===== config.mk =====
export PLATFORM = sky130hd
export DESIGN_NAME = spi_dat_sink
export DESIGN_NICKNAME = d
export VERILOG_FILES = /design/src/rtl/spi_dat_pkg.sv /design/src/rtl/spi_in_sync.sv /design/src/rtl/spi_dat_sink.sv
export SDC_FILE = /design/constraint.sdc
export NUM_CORES = 1
export LEC_CHECK = 0
export CAP_MARGIN = 40
export CORE_AREA = 2 2 65 67
export CTS_CLUSTER_DIAMETER = 30
export CTS_CLUSTER_SIZE = 14
export DETAILED_ROUTE_END_ITERATION = 10
export DIE_AREA = 0 0 67 69
export GPL_ROUTABILITY_DRIVEN = 0
export MAX_ROUTING_LAYER = met4
export PLACE_DENSITY = 0.85
export SETUP_SLACK_MARGIN = 0.3
export SLEW_MARGIN = 0
export SYNTH_ARGS = -nofsm -noshare
export SYNTH_HDL_FRONTEND = slang
export SYNTH_HIERARCHICAL = 1
export SYNTH_SLANG_ARGS = --single-unit

===== constraint.sdc =====
create_clock -name clk -period 2.19 [get_ports clk]
set_clock_uncertainty 0.1 [all_clocks]
set_input_delay 0.3285 -clock clk [delete_from_list [all_inputs] [get_ports clk]]
set_output_delay 0.3285 -clock clk [all_outputs]
set_load 0.005 [all_outputs]

===== src/rtl/spi_dat_pkg.sv =====
// -----------------------------------------------------------------------------
// spi_dat_pkg
// Shared constants for the SPI data-exchange sink:
//   DW_DEF       default frame length in bits
//   TX_DAT_DEF   default slave word returned on MISO
//   EXP_DAT_DEF  default master word the compare logic expects
//   ST_*         FSM state encoding of spi_dat_sink
//   sat_inc8     saturating 8-bit increment used by the mismatch counter
// -----------------------------------------------------------------------------
package spi_dat_pkg;

  localparam int          DW_DEF      = 12;
  localparam logic [11:0] TX_DAT_DEF  = 12'hE6C;
  localparam logic [11:0] EXP_DAT_DEF = 12'h702;

  localparam logic [1:0] ST_IDLE  = 2'd0;
  localparam logic [1:0] ST_SHIFT = 2'd1;
  localparam logic [1:0] ST_DONE  = 2'd2;

  function automatic logic [7:0] sat_inc8(input logic [7:0] v);
    return (v == 8'hFF) ? v : v + 8'd1;
  endfunction

endpackage


===== src/rtl/spi_in_sync.sv =====
// -----------------------------------------------------------------------------
// spi_in_sync
// Two-flop synchroniser for an asynchronous pin followed by a previous-value
// register, giving single-clk rise/fall strobes in the clk domain.
// Ports:
//   clk     system clock
//   rst     synchronous active-high reset (all flops load RST_VAL)
//   d_i     asynchronous input pin
//   sync_o  synchronised level
//   rise_o  one-clk strobe on a synchronised 0->1 transition
//   fall_o  one-clk strobe on a synchronised 1->0 transition
// -----------------------------------------------------------------------------
module spi_in_sync
  import spi_dat_pkg::*;
#(
  parameter logic RST_VAL = 1'b0
) (
  input  logic clk,
  input  logic rst,
  input  logic d_i,
  output logic sync_o,
  output logic rise_o,
  output logic fall_o
);

  logic meta_q;
  logic sync_q;
  logic prev_q;

  always_ff @(posedge clk) begin
    if (rst) begin
      meta_q <= RST_VAL;
      sync_q <= RST_VAL;
      prev_q <= RST_VAL;
    end else begin
      // NOTE: non-blocking assignments make every stage sample the old value
      // of the stage before it; blocking here would collapse the chain.
      meta_q <= d_i;
      sync_q <= meta_q;
      prev_q <= sync_q;
    end
  end

  assign sync_o = sync_q;
  assign rise_o = sync_q & ~prev_q;
  assign fall_o = ~sync_q & prev_q;

endmodule


===== src/rtl/spi_dat_sink.sv =====
// -----------------------------------------------------------------------------
// spi_dat_sink
// SPI mode-0 slave at the receive end of the 12-bit master/slave exchange.
// All SPI pins are oversampled in the clk domain (clk >= 8x SCK). Captures the
// master word MSB first, returns TX_DAT on MISO and reports frame status.
//
// Optional feature (macro SPI_DAT_CHECK_EN):
//   defined   -> received word compared with EXP_DAT; match and a saturating
//                mismatch counter err_cnt are built
//   undefined -> no compare logic; match and err_cnt tied to 0
//
// Ports:
//   clk        system clock
//   rst        synchronous active-high reset
//   sck        SPI clock from the master (asynchronous)
//   ss_n       slave select, active low (asynchronous)
//   mosi       master-to-slave serial data (asynchronous)
//   miso       slave-to-master serial data, 0 outside a frame
//   rx_dat     last completed received word
//   rx_valid   one-clk pulse when a full frame is received
//   frame_err  one-clk pulse when ss_n rises before DW bits arrived
//   match      rx_dat == EXP_DAT, updated with rx_valid
//   err_cnt    saturating count of mismatched frames
// -----------------------------------------------------------------------------
module spi_dat_sink
  import spi_dat_pkg::*;
#(
  parameter int          DW      = DW_DEF,
  parameter logic [DW-1:0] TX_DAT  = DW'(TX_DAT_DEF),
  parameter logic [DW-1:0] EXP_DAT = DW'(EXP_DAT_DEF)
) (
  input  logic          clk,
  input  logic          rst,
  input  logic          sck,
  input  logic          ss_n,
  input  logic          mosi,
  output logic          miso,
  output logic [DW-1:0] rx_dat,
  output logic          rx_valid,
  output logic          frame_err,
  output logic          match,
  output logic [7:0]    err_cnt
);

  localparam int            CW       = $clog2(DW + 1);
  localparam logic [CW-1:0] LAST_BIT = CW'(DW - 1);

  // ---------------------------------------------------------------------------
  // Input synchronisation
  // ---------------------------------------------------------------------------
  logic sck_rise, sck_fall, unused_sck_sync;
  logic ss_sync, ss_rise, ss_fall;
  logic mosi_meta_q, mosi_sync_q;

  spi_in_sync #(.RST_VAL(1'b0)) u_sck_sync (
    .clk    (clk),
    .rst    (rst),
    .d_i    (sck),
    .sync_o (unused_sck_sync),
    .rise_o (sck_rise),
    .fall_o (sck_fall)
  );

  spi_in_sync #(.RST_VAL(1'b1)) u_ss_sync (
    .clk    (clk),
    .rst    (rst),
    .d_i    (ss_n),
    .sync_o (ss_sync),
    .rise_o (ss_rise),
    .fall_o (ss_fall)
  );

  // ---------------------------------------------------------------------------
  // State
  // ---------------------------------------------------------------------------
  logic [1:0]    state_q, state_d;
  logic [CW-1:0] bit_cnt_q, bit_cnt_d;
  logic [DW-1:0] tx_shift_q, tx_shift_d;
  // Only DW-1 bits are stored: the last bit goes straight into rx_dat.
  logic [DW-2:0] rx_shift_q, rx_shift_d;
  logic [DW-1:0] rx_dat_q, rx_dat_d;
  logic          rx_valid_q, rx_valid_d;
  logic          frame_err_q, frame_err_d;
  logic [DW-1:0] rx_word;

  // The ss_n chain resets to 1, so with ss_n held low through reset it shows
  // a fall once real samples arrive. settle_q marks when the chain holds real
  // samples; armed_q then requires ss_n to be seen high before a frame may
  // start.
  logic [1:0] settle_q;
  logic       armed_q;

  assign rx_word = {rx_shift_q, mosi_sync_q};

  always_comb begin
    // NOTE: every output of this block is given a default first so no path
    // leaves a variable unassigned, which would infer a latch.
    state_d     = state_q;
    bit_cnt_d   = bit_cnt_q;
    tx_shift_d  = tx_shift_q;
    rx_shift_d  = rx_shift_q;
    rx_dat_d    = rx_dat_q;
    rx_valid_d  = 1'b0;
    frame_err_d = 1'b0;

    case (state_q)
      ST_IDLE: begin
        if (ss_fall && armed_q) begin
          state_d    = ST_SHIFT;
          tx_shift_d = TX_DAT;
          bit_cnt_d  = '0;
        end
      end

      ST_SHIFT: begin
        // ss_n rising wins over any sck edge in the same clk.
        if (ss_rise) begin
          frame_err_d = 1'b1;
          state_d     = ST_IDLE;
        end else begin
          if (sck_rise) begin
            rx_shift_d = rx_word[DW-2:0];
            bit_cnt_d  = bit_cnt_q + CW'(1);
            if (bit_cnt_q == LAST_BIT) begin
              state_d    = ST_DONE;
              rx_dat_d   = rx_word;
              rx_valid_d = 1'b1;
            end
          end
          if (sck_fall) begin
            tx_shift_d = {tx_shift_q[DW-2:0], 1'b0};
          end
        end
      end

      ST_DONE: begin
        if (ss_rise) begin
          state_d = ST_IDLE;
        end
      end

      default: state_d = ST_IDLE;
    endcase
  end

  always_ff @(posedge clk) begin
    if (rst) begin
      state_q     <= ST_IDLE;
      bit_cnt_q   <= '0;
      tx_shift_q  <= '0;
      rx_shift_q  <= '0;
      rx_dat_q    <= '0;
      rx_valid_q  <= 1'b0;
      frame_err_q <= 1'b0;
      mosi_meta_q <= 1'b0;
      mosi_sync_q <= 1'b0;
      settle_q    <= '0;
      armed_q     <= 1'b0;
    end else begin
      state_q     <= state_d;
      bit_cnt_q   <= bit_cnt_d;
      tx_shift_q  <= tx_shift_d;
      rx_shift_q  <= rx_shift_d;
      rx_dat_q    <= rx_dat_d;
      rx_valid_q  <= rx_valid_d;
      frame_err_q <= frame_err_d;
      mosi_meta_q <= mosi;
      mosi_sync_q <= mosi_meta_q;
      settle_q    <= {settle_q[0], 1'b1};
      armed_q     <= armed_q | (settle_q[1] & ss_sync);
    end
  end

  assign miso      = (state_q == ST_SHIFT) & tx_shift_q[DW-1];
  assign rx_dat    = rx_dat_q;
  assign rx_valid  = rx_valid_q;
  assign frame_err = frame_err_q;

  // ---------------------------------------------------------------------------
  // Optional compare logic
  // ---------------------------------------------------------------------------
`ifdef SPI_DAT_CHECK_EN
  logic       match_q;
  logic [7:0] err_cnt_q;

  always_ff @(posedge clk) begin
    if (rst) begin
      match_q   <= 1'b0;
      err_cnt_q <= '0;
    end else if (rx_valid_d) begin
      match_q <= (rx_dat_d == EXP_DAT);
      if (rx_dat_d != EXP_DAT) begin
        err_cnt_q <= sat_inc8(err_cnt_q);
      end
    end
  end

  assign match   = match_q;
  assign err_cnt = err_cnt_q;
`else
  logic unused_exp_dat;
  assign unused_exp_dat = ^EXP_DAT;

  assign match   = 1'b0;
  assign err_cnt = '0;
`endif

endmodule


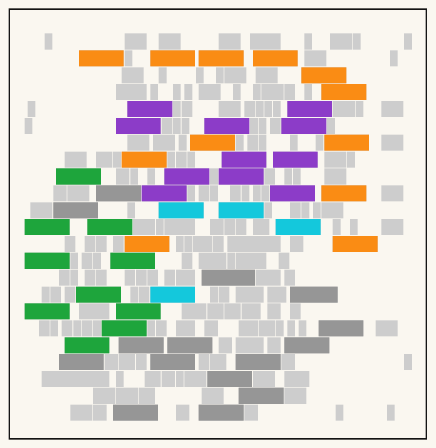
Figure 1: run 1, sequential cells grouped by signal name.
Other sequential cells in the stronger gray, the rest of the logic in the fainter gray.
legend:
  orange:
    signal: rx_dat
    sequential_cells: 12
  purple:
    signal: rx_shift_q
    sequential_cells: 11
  green:
    signal: tx_shift_q
    sequential_cells: 10
  cyan:
    signal: bit_cnt_q
    sequential_cells: 4
    where: center
not colored: 15

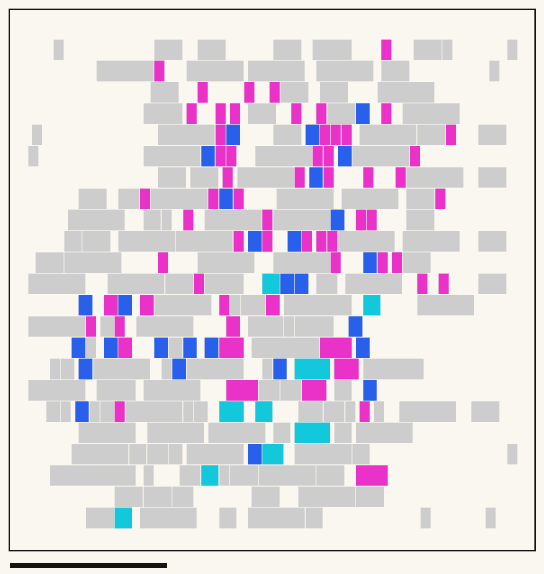
Figure 2: run 1, gate-type map.
Scale bar: 20 µm.
legend:
  blue:
    family: aoi and oai cells
    cells: 28
  magenta:
    family: nand cells
    cells: 62
  cyan:
    family: and/or cells
    cells: 9

==> metrics.csv, run 1 <==
stage,metric,value,unit
run_status,status,"complete, no violations",
die,core,3910,µm²
sta,period_minus_slack,1.85,ns
power,pwr-share-seq,57.1,%
sta,slew_viol_final,0,
drt,firstDrtPassIters,4,
power,internal_power,0.00132,W
global_routing,grt_max_degree,33,
die,core.rowCount,23,
drt,drtIter0Drc,59,
drt,drc_errors,0,
synth,largest_area_cell,dfxtp_1,
placement,post_dp_cell_area,2200,µm²
layout,fin_area,2320,µm²
synth,synthCells,223,
synth,yosysWarningCount,6,
global_routing,grt_remaining_overflow,0,
worst_setup_path,path_class,reg -> out,
layout,fillers,352,
worst_setup_path,start_kind,flop,
global_routing,grt_pass1_wl,5850,µm
sta,tns,0,ns
layout,area_growth,15.8,%
flow_run,cap_violations,0,
drt,wl_per_cell,11.7,µm
clock_tree,clock_sinks,52,
synth,synth_top_area_share,52.0,%
layout,nNetsFinal,246,
sta,period_used_share,84.5,%
drt,vias,1488,
global_routing,grt_antenna_before_repair,0,
sta,setup_viol,0,
clock_tree,cts.path.max_buffers,2,
power,p_switching,0.000362,W
global_routing,grt_pass1_vias,1317,
clock_tree,post-cts-setup-buffer-count,0,
synth,avgSynthCellArea,8.98,µm²
clock_tree,tritoncts,done,
synth,synthTopCellsByArea,"dfxtp_1, nand2_1, mux2i_1",
power,netSwitchingFraction,21.5,%
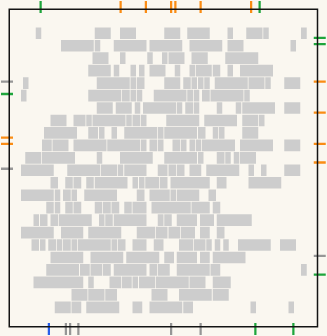
Figure 3: run 1, pin map.
Pins as bars across the die edge, other pins in gray.
legend:
  blue:
    port: clk
    pins: 1
    direction: input
    edge: south
  orange:
    port: rx_dat
    pins: 12
    direction: output
    edge: 6 north, 4 east, 2 west
  green:
    port: err_cnt
    pins: 8
    direction: output
    edge: 3 east, 2 south, 2 north, 1 west
all pins by edge: 8 south, 8 east, 8 north, 5 west
chip height: 69 µm
die x size: 67 µm
Port Buf Inserts: 19

[run 1: critical path, cell delays in order, from the launching register on]
cell	delay [ns]
dfxtp_2	0.39
and3b_1	0.23
clkdlybuf4s50_1	0.50
[run 1: sequential cells by signal, indices dropped and copies added, names as in the netlist]
register and flops:
u_sck_sync/prev_q 1, u_ss_sync/prev_q 1, settle_q 2, u_sck_sync/sync_o 1
u_ss_sync/sync_o 1, rx_shift_q 11, mosi_sync_q 1, rx_dat 12
u_sck_sync/meta_q 1, u_ss_sync/meta_q 1, armed_q 1, state_q 2
tx_shift_q 10, bit_cnt_q 4, frame_err 1, mosi_meta_q 1
rx_valid 1
[run 1: per-layer routing]
layer	wire [µm]	global-route usage, %	share of wire, %
met1	1640	21.6	48
met2	1580	24.6	46
met3	125	4.40	3.7
met4	72	7.48	2.1
met5	0	-	0
[run 1: cell usage in the layout, fill, tap and decap left out, drive strengths merged, types with 3 or more instances in the layout]
cell	count
dfxtp	52
nand2	51
a21oi	20
clkdlybuf4s50	19
nor2	12
mux2i	12
nor2b	9
conb	9
o21ai	8
nor3	7
buf	6
nand3	5
clkbuf	5
nand4bb	3
nand4b	3
or2	3
inv	3
[run 1: power by group through the flow]
stage,Clock [W],Combinational (W),Sequential (W)
6_report,0.000669,0.0000529,0.000962
2_1_floorplan,0,0.0000460,0.000983
3_5_place_dp,0,0.0000532,0.000985
3_3_place_gp,0,0.0000515,0.000985
4_1_cts,0.000680,0.0000534,0.000963
5_1_grt,0.000724,0.0000595,0.000964
[run 1: cell type report]
cell class              count  area, µm²  area share [%]
multi-input cells         154        852            36.8
well taps                  50       62.6            2.70
clock buffers               5       68.8            2.97
flip-flops and latches     52       1050            45.1
inverters                   2       7.51           0.324
clock inverters             3       46.3            2.00
repair buffers             25        235            10.1
[run 1: cells by family after synthesis]
logic type	Yosys count	share of synthesized area (%)
muxes	12	6.00
adders and majority gates	1	0.625
AOI/OAI and AO/OA	28	7.00
xor gates and xnor gates	1	0.438
buffers and inverters	25	6.94
and+or+nand+nor	103	26.8
other	1	0.187
DFF	52	52.0
[run 1: metrics by stage]
step	setup slack [ns]	total power, W	util (%)	cells	hold slack (ns)
after floorplan	0.549	0.00103	-	231	0.283
after global placement	0.566	0.00104	56.2	283	0.293
after detailed placement	0.512	0.00104	56.2	283	0.303
after CTS	0.332	0.00170	59.2	291	0.321
after global routing	0.303	0.00175	59.2	291	0.346
final	0.340	0.00168	59.2	291	0.313
[run 1: path summary, 6_finish.rpt]
check	startpoint	to	slack, ns	depth (start not counted)
setup / recovery	state_q[1]	miso	0.34	2
hold / removal	u_ss_sync/meta_q	u_ss_sync/sync_o	0.31	1
setup reg to reg	u_ss_sync/sync_o	rx_dat[6]	0.48	5
hold reg to reg	u_ss_sync/meta_q	u_ss_sync/sync_o	0.31	1
[run 1: repair_timing]
| action | in CTS | in global routing |
|---|---|---|
| resized | 2 | 1 |
| endpoints found under the setup margin | 1 | 1 |
| pin swaps | 0 | 0 |
==> run 2: changes to the inputs <==
==> constraint.sdc (replaced) <==
create_clock -name clk -period 1.8 [get_ports clk]
set_clock_uncertainty 0.1 [all_clocks]
set_input_delay 0.27 -clock clk [delete_from_list [all_inputs] [get_ports clk]]
set_output_delay 0.27 -clock clk [all_outputs]
set_load 0.005 [all_outputs]
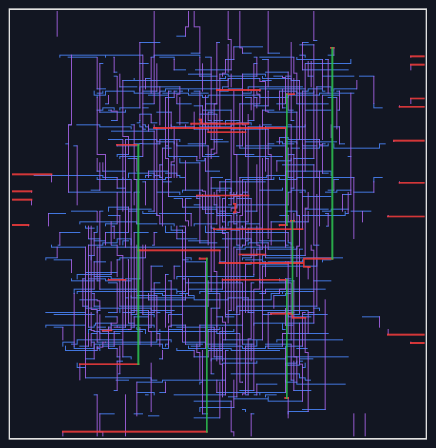
Figure 4: run 2, routed metal, one color a layer.
legend:
  blue:
    layer: metal 1
    wire_length: 1770 µm
  red:
    layer: metal 3
    wire_length: 215 µm
  green:
    layer: metal 4
    wire_length: 152 µm
  purple:
    layer: metal 2
    wire_length: 2080 µm

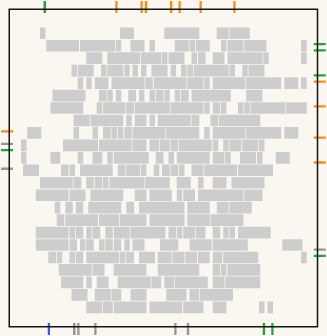
Figure 5: run 2, pin map.
Pins as bars across the die edge, other pins in gray.
legend:
  green:
    port: err_cnt
    pins: 8
    direction: output
    edge: 4 east, 2 south, 1 west, 1 north
  orange:
    port: rx_dat
    pins: 12
    direction: output
    edge: 7 north, 4 east, 1 west
  blue:
    port: clk
    pins: 1
    direction: input
    edge: south

==> metrics.csv, run 2 <==
stage,metric,value,unit,change
synth,synthTopCellsByArea,"dfxtp_1, nand2_1, mux2i_1",,
flow_run,cap_violations,0,,unchanged
drt,vias,1582,,+6.3%
layout,lay_top_count,nand2_1,,
worst_hold_path,min_delay_worst_endpoint,u_ss_sync/sync_o,,
synth,synthCells,223,,unchanged
power,p_switching,0.000425,W,+18%
sta,slew_viol_final,0,,unchanged
sta,period_minus_slack,1.60,ns,
drt,firstDrtPassIters,4,,unchanged
worst_setup_path,path_class,reg -> reg,,
synth,avgSynthCellArea,8.98,µm²,unchanged
worst_setup_path,crit_path_start,u_ss_sync/sync_o,,
power,internal_power,0.00152,W,+15%
power,pwr-share-seq,60.3,%,+3.2 points
global_routing,grt_pass1_wl,6380,µm,+9.0%
global_routing,grt_remaining_overflow,0,,unchanged
die,dieHeight,69,µm,unchanged
worst_setup_path,start_kind,flop,,
worst_setup_path,reg2reg_from,u_ss_sync/sync_o,,
synth,yosysWarningCount,6,,unchanged
clock_tree,clock_sinks,52,,unchanged
layout,area_growth,27.3,%,
sta,tns,0,ns,unchanged
die,core.rowCount,23,,unchanged
drt,drc_errors,0,,unchanged
layout,largest_reg_flops,12,,unchanged
drt,wl_per_cell,13.8,µm,+18%
worst_setup_path,r2r_end,rx_dat[5],,
worst_setup_path,crit_fanout,6,,
global_routing,grt_antenna_before_repair,0,,unchanged
power,netSwitchingFraction,21.9,%,+0.38 points
clock_tree,tritoncts,done,,
sta,period_used_share,88.9,%,
layout,nNetsFinal,260,,+5.7%
synth,largest_area_cell,dfxtp_1,,
die,core,3910,µm²,unchanged
run_status,status,"complete, no violations",,
worst_hold_path,hold_depth,1,,unchanged
global_routing,grt_pass1_vias,1439,,+9.3%
layout,lay_top_cells,"nand2_1, dfxtp_1, a21oi_1, dfxtp_2, buf_4",,
-- run 2: netlist changes by cell type in the layout (fill, tap and decap cells not counted), moves of 3 or more --
cell and change:
dlygate4sd2_1 +9, nor2b_1 -3, dfxtp_2 +16, buf_4 +9
dfxtp_1 -15, clkdlybuf4s50_1 -15, dlymetal6s2s_1 +5
-- run 2: worst max path at each step --
stage	to	slack, ns	depth (start not counted)
6_report	rx_dat[5]	0.20	6
5_1_grt	rx_dat[3]	0.14	6
4_1_cts	rx_dat[7]	0.26	6
3_5_place_dp	rx_dat[7]	0.13	5
3_3_place_gp	bit_cnt_q[3]	0.24	5
2_1_floorplan	rx_dat[10]	0.16	6
-- run 2: kinds of logic after synthesis --
| logic type | Yosys count | share of synthesized area [%] |
|---|---|---|
| DFF | 52 | 52.0 |
| adders and majority gates | 1 | 0.625 |
| buffers and inverters | 25 | 6.94 |
| xor gates and xnor gates | 1 | 0.438 |
| AOI/OAI and AO/OA | 28 | 7.00 |
| other | 1 | 0.187 |
| muxes | 12 | 6.00 |
| and+or+nand+nor | 103 | 26.8 |
-- run 2: metrics by stage --
step / area [µm²] / power, W / hold slack, ns / worst slack [ns] / instances
final: 2550 / 0.00195 / 0.334 / 0.199 / 305
after global routing: 2550 / 0.00202 / 0.355 / 0.137 / 305
after CTS: 2450 / 0.00194 / 0.326 / 0.259 / 301
after detailed placement: 2250 / 0.00127 / 0.306 / 0.130 / 285
after global placement: 2250 / 0.00127 / 0.296 / 0.239 / 285
after floorplan: 2040 / 0.00125 / 0.242 / 0.164 / 231
-- run 2: per-layer routing --
metal / GRT usage, % / vias up / wire, µm
met1: 21.8 / 732 / 1770
met5: - / - / 0
met2: 28.3 / 52 / 2080
li1: - / 785 / -
met3: 4.89 / 13 / 214
met4: 11.8 / 0 / 152
-- run 2: what timing repair did --
| item | 4_1_cts | 5_1_grt |
|---|---|---|
| gates resized | 26 | 22 |
| hold buffers | 0 | 0 |
| endpoints found under the setup margin | 27 | 33 |
| buffers inserted | 7 | 3 |
| pin swaps | 2 | 2 |
| gates cloned | 1 | 1 |
| endpoints found under the hold margin | 0 | 0 |
-- run 2: power by group through the flow --
stage	registers, W	clock network (W)	logic (W)
2_1_floorplan	0.00120	0	0.0000569
3_3_place_gp	0.00120	0	0.0000685
3_5_place_dp	0.00120	0	0.0000693
4_1_cts	0.00117	0.000693	0.0000772
5_1_grt	0.00117	0.000745	0.0000954
6_report	0.00117	0.000686	0.0000863
-- run 2: critical path, stage by stage, from the launching register on --
cell       delay, ns
dfxtp_2         0.34
nor2b_4         0.13
nand4bb_4       0.22
nor4b_4         0.25
buf_4           0.17
buf_12          0.12
mux2i_1         0.18
-- run 2: cell type report --
type                            instances  area (µm²)
Tap cell                               50        62.6
Clock buffer                            8        90.1
Sequential cell                        52        1060
Timing Repair Buffer                   38         380
Fill cell                             314        1370
Inverter                                2        7.51
Multi-Input combinational cell        155         946
==> run 3: changes to the inputs <==
--- a/config.mk
+++ b/config.mk
@@ -5,6 +5,7 @@
 export SDC_FILE = /design/constraint.sdc
 export NUM_CORES = 1
 export LEC_CHECK = 0
+export ABC_AREA = 1
 export CAP_MARGIN = 40
 export CORE_AREA = 2 2 65 67
 export CTS_CLUSTER_DIAMETER = 30
@@ -13,7 +14,7 @@
 export DIE_AREA = 0 0 67 69
 export GPL_ROUTABILITY_DRIVEN = 0
 export MAX_ROUTING_LAYER = met4
-export PLACE_DENSITY = 0.85
+export PLACE_DENSITY = 0.86
 export SETUP_SLACK_MARGIN = 0.3
 export SLEW_MARGIN = 0
 export SYNTH_ARGS = -nofsm -noshare
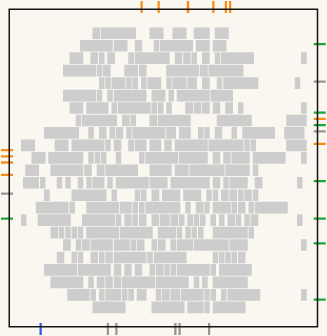
Figure 6: run 3, pin map.
Pins as bars across the die edge, other pins in gray.
legend:
  green:
    port: err_cnt
    pins: 8
    direction: output
    edge: 7 east, 1 west
  orange:
    port: rx_dat
    pins: 12
    direction: output
    edge: 6 north, 4 west, 2 east
  blue:
    port: clk
    pins: 1
    direction: input
    edge: south

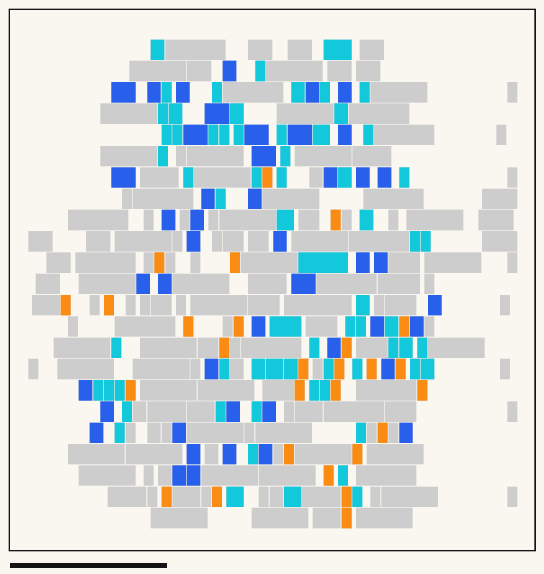
Figure 7: run 3, gate-type map.
Scale bar: 20 µm.
legend:
  orange:
    family: inv cells
    cells: 27
  blue:
    family: aoi and oai cells
    cells: 46
  cyan:
    family: nand cells
    cells: 66

==> metrics.csv, run 3 <==
stage,metric,value,unit,change
run_status,status,"complete, no violations",,
flow_run,cap_violations,0,,unchanged
synth,synthCells,255,,+14%
sta,slew_viol_final,0,,unchanged
layout,finalNonFillerCells,333,,+9.2%
die,core,3910,µm²,unchanged
worst_hold_path,hold_depth,2,,+1
die,dieHeight,69,µm,unchanged
layout,nNetsFinal,288,,+11%
layout,fin_area,2440,µm²,-4.1%
worst_setup_path,crit_fanout,8,,+2
drt,vias,1650,,+4.3%
worst_setup_path,reg2reg_from,bit_cnt_q[0],,
drt,drc_errors,0,,unchanged
worst_setup_path,slowest_delay,0.36,ns,+0.02 ns
worst_setup_path,cp_cell_sequence,ha_2 -> nand2_1 -> nor2_4 -> nand3_4 -> o21ai_0 -> nor2_1,,
sta,tns,0,ns,unchanged
drt,wl_per_cell,12.0,µm,-13%
synth,largest_area_cell,dfxtp_1,,
placement,post_dp_cell_area,2220,µm²,-1.3%
sta,period_minus_slack,1.50,ns,-0.105 ns
placement,dp.cells,317,,+11%
synth,avgSynthCellArea,7.94,µm²,-12%
drt,firstDrtPassIters,4,,unchanged
worst_hold_path,min_delay_worst_endpoint,mosi_sync_q,,
layout,lay_top_count,nand2_1,,
layout,area_growth,20.7,%,
global_routing,grt_pass1_vias,1413,,-1.8%
synth,synthTopCellsByArea,"dfxtp_1, nand2_1, nor2_1",,
die,core.rowCount,23,,unchanged
sta,period_used_share,83.1,%,-5.9 points
run 3: where the power goes:
part	switching (W)	internal (W)
sequential	0.00000939	0.00117
combinational	0.0000564	0.0000329
clock	0.000362	0.000314
run 3: final cells by class:
| type | count | area (µm²) |
|---|---|---|
| flip-flops and latches | 52 | 1060 |
| repair buffers | 28 | 274 |
| clock buffers | 8 | 90.1 |
| well taps | 50 | 62.6 |
| multi-input cells | 168 | 853 |
| fillers | 334 | 1470 |
| inverters | 27 | 101 |
run 3: per-stage QoR:
| step | hold slack [ns] | worst slack [ns] | power, W | util (%) |
|---|---|---|---|---|
| after detailed placement | 0.299 | 0.230 | 0.00128 | 56.7 |
| after global routing | 0.313 | 0.209 | 0.00201 | 62.5 |
| final | 0.302 | 0.305 | 0.00194 | 62.5 |
| after CTS | 0.307 | 0.253 | 0.00194 | 59.7 |
| after floorplan | 0.241 | 0.321 | 0.00127 | - |
| after global placement | 0.290 | 0.243 | 0.00128 | 56.7 |
run 3: how the worst max path moves through the flow:
stage / startpoint / endpoint / slack, ns / depth (start not counted)
floorplan: bit_cnt_q[0] / rx_dat[3] / 0.32 / 7
detailed placement: bit_cnt_q[0] / rx_dat[0] / 0.23 / 7
global placement: u_sck_sync/sync_o / bit_cnt_q[1] / 0.24 / 9
finish: bit_cnt_q[0] / rx_dat[11] / 0.30 / 6
global route: u_ss_sync/prev_q / tx_shift_q[11] / 0.21 / 9
CTS: state_q[1] / miso / 0.25 / 4
run 3: what timing repair did:
item | in CTS | in global routing
pin swaps | 1 | 8
setup endpoints to repair | 30 | 40
hold buffers | 0 | 0
cloned | 0 | 2
buffers inserted | 1 | 5
gates resized | 30 | 24
run 3: per-layer routing:
| layer | GRT usage [%] | vias to the layer above | routed length [µm] |
|---|---|---|---|
| met4 | 6.80 | 0 | 71 |
| met3 | 5.38 | 7 | 192 |
| met5 | - | - | 0 |
| li1 | - | 846 | - |
| met2 | 26.3 | 43 | 1990 |
| met1 | 22.3 | 754 | 1740 |
run 3: cells by family after synthesis:
logic type / Yosys count / synth area share, %
compound gates: 46 / 12.8
fa+ha+maj: 1 / 0.618
buf+inv: 44 / 10.8
flops: 52 / 51.4
other cells: 1 / 0.185
simple gates: 111 / 24.2
run 3: worst max-delay path: cells and delay by family (launching register included):
family | cells | cell delay [ns]
AND-OR/OR-AND | 1 | 0.20
adder cells (fa/ha/maj) | 1 | 0.20
flip-flops | 1 | 0.36
AND/OR/NAND/NOR | 4 | 0.51

==> layout pictures side by side <==
Clock routing.
(a)
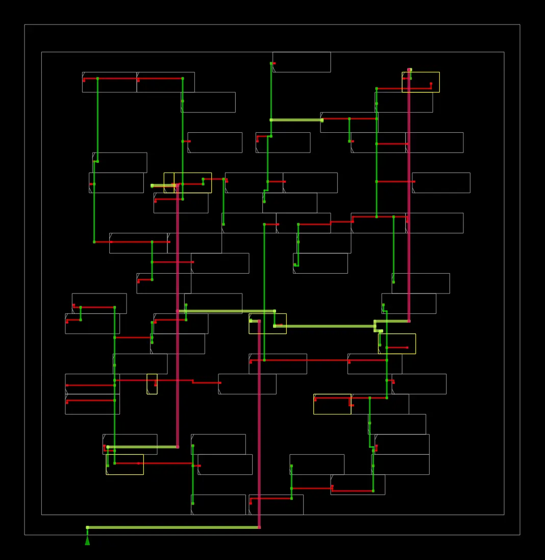
(b)
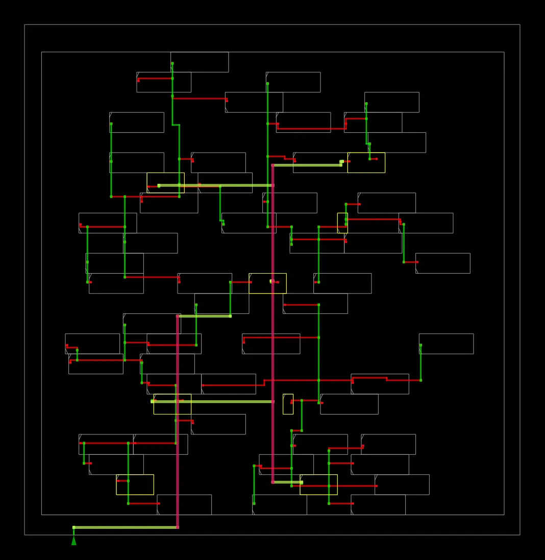
(c)
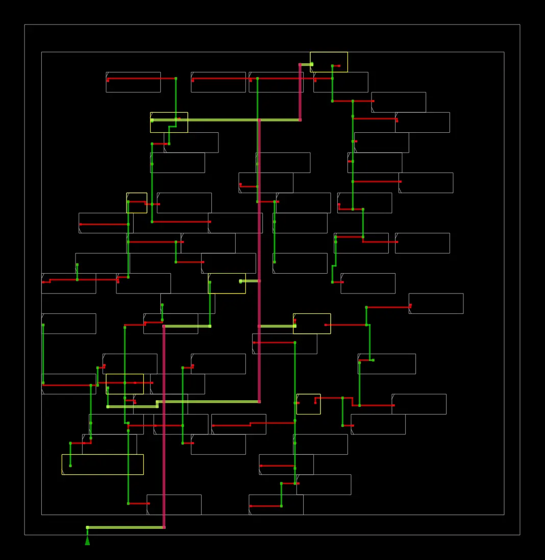
The one with the fewest clock buffers is (c).
| from | picture |
|---|---|
| run 1 | (c) |
| run 3 | (b) |
| run 2 | (a) |

No activity file was given, so power comes from the tool's default toggle rates.
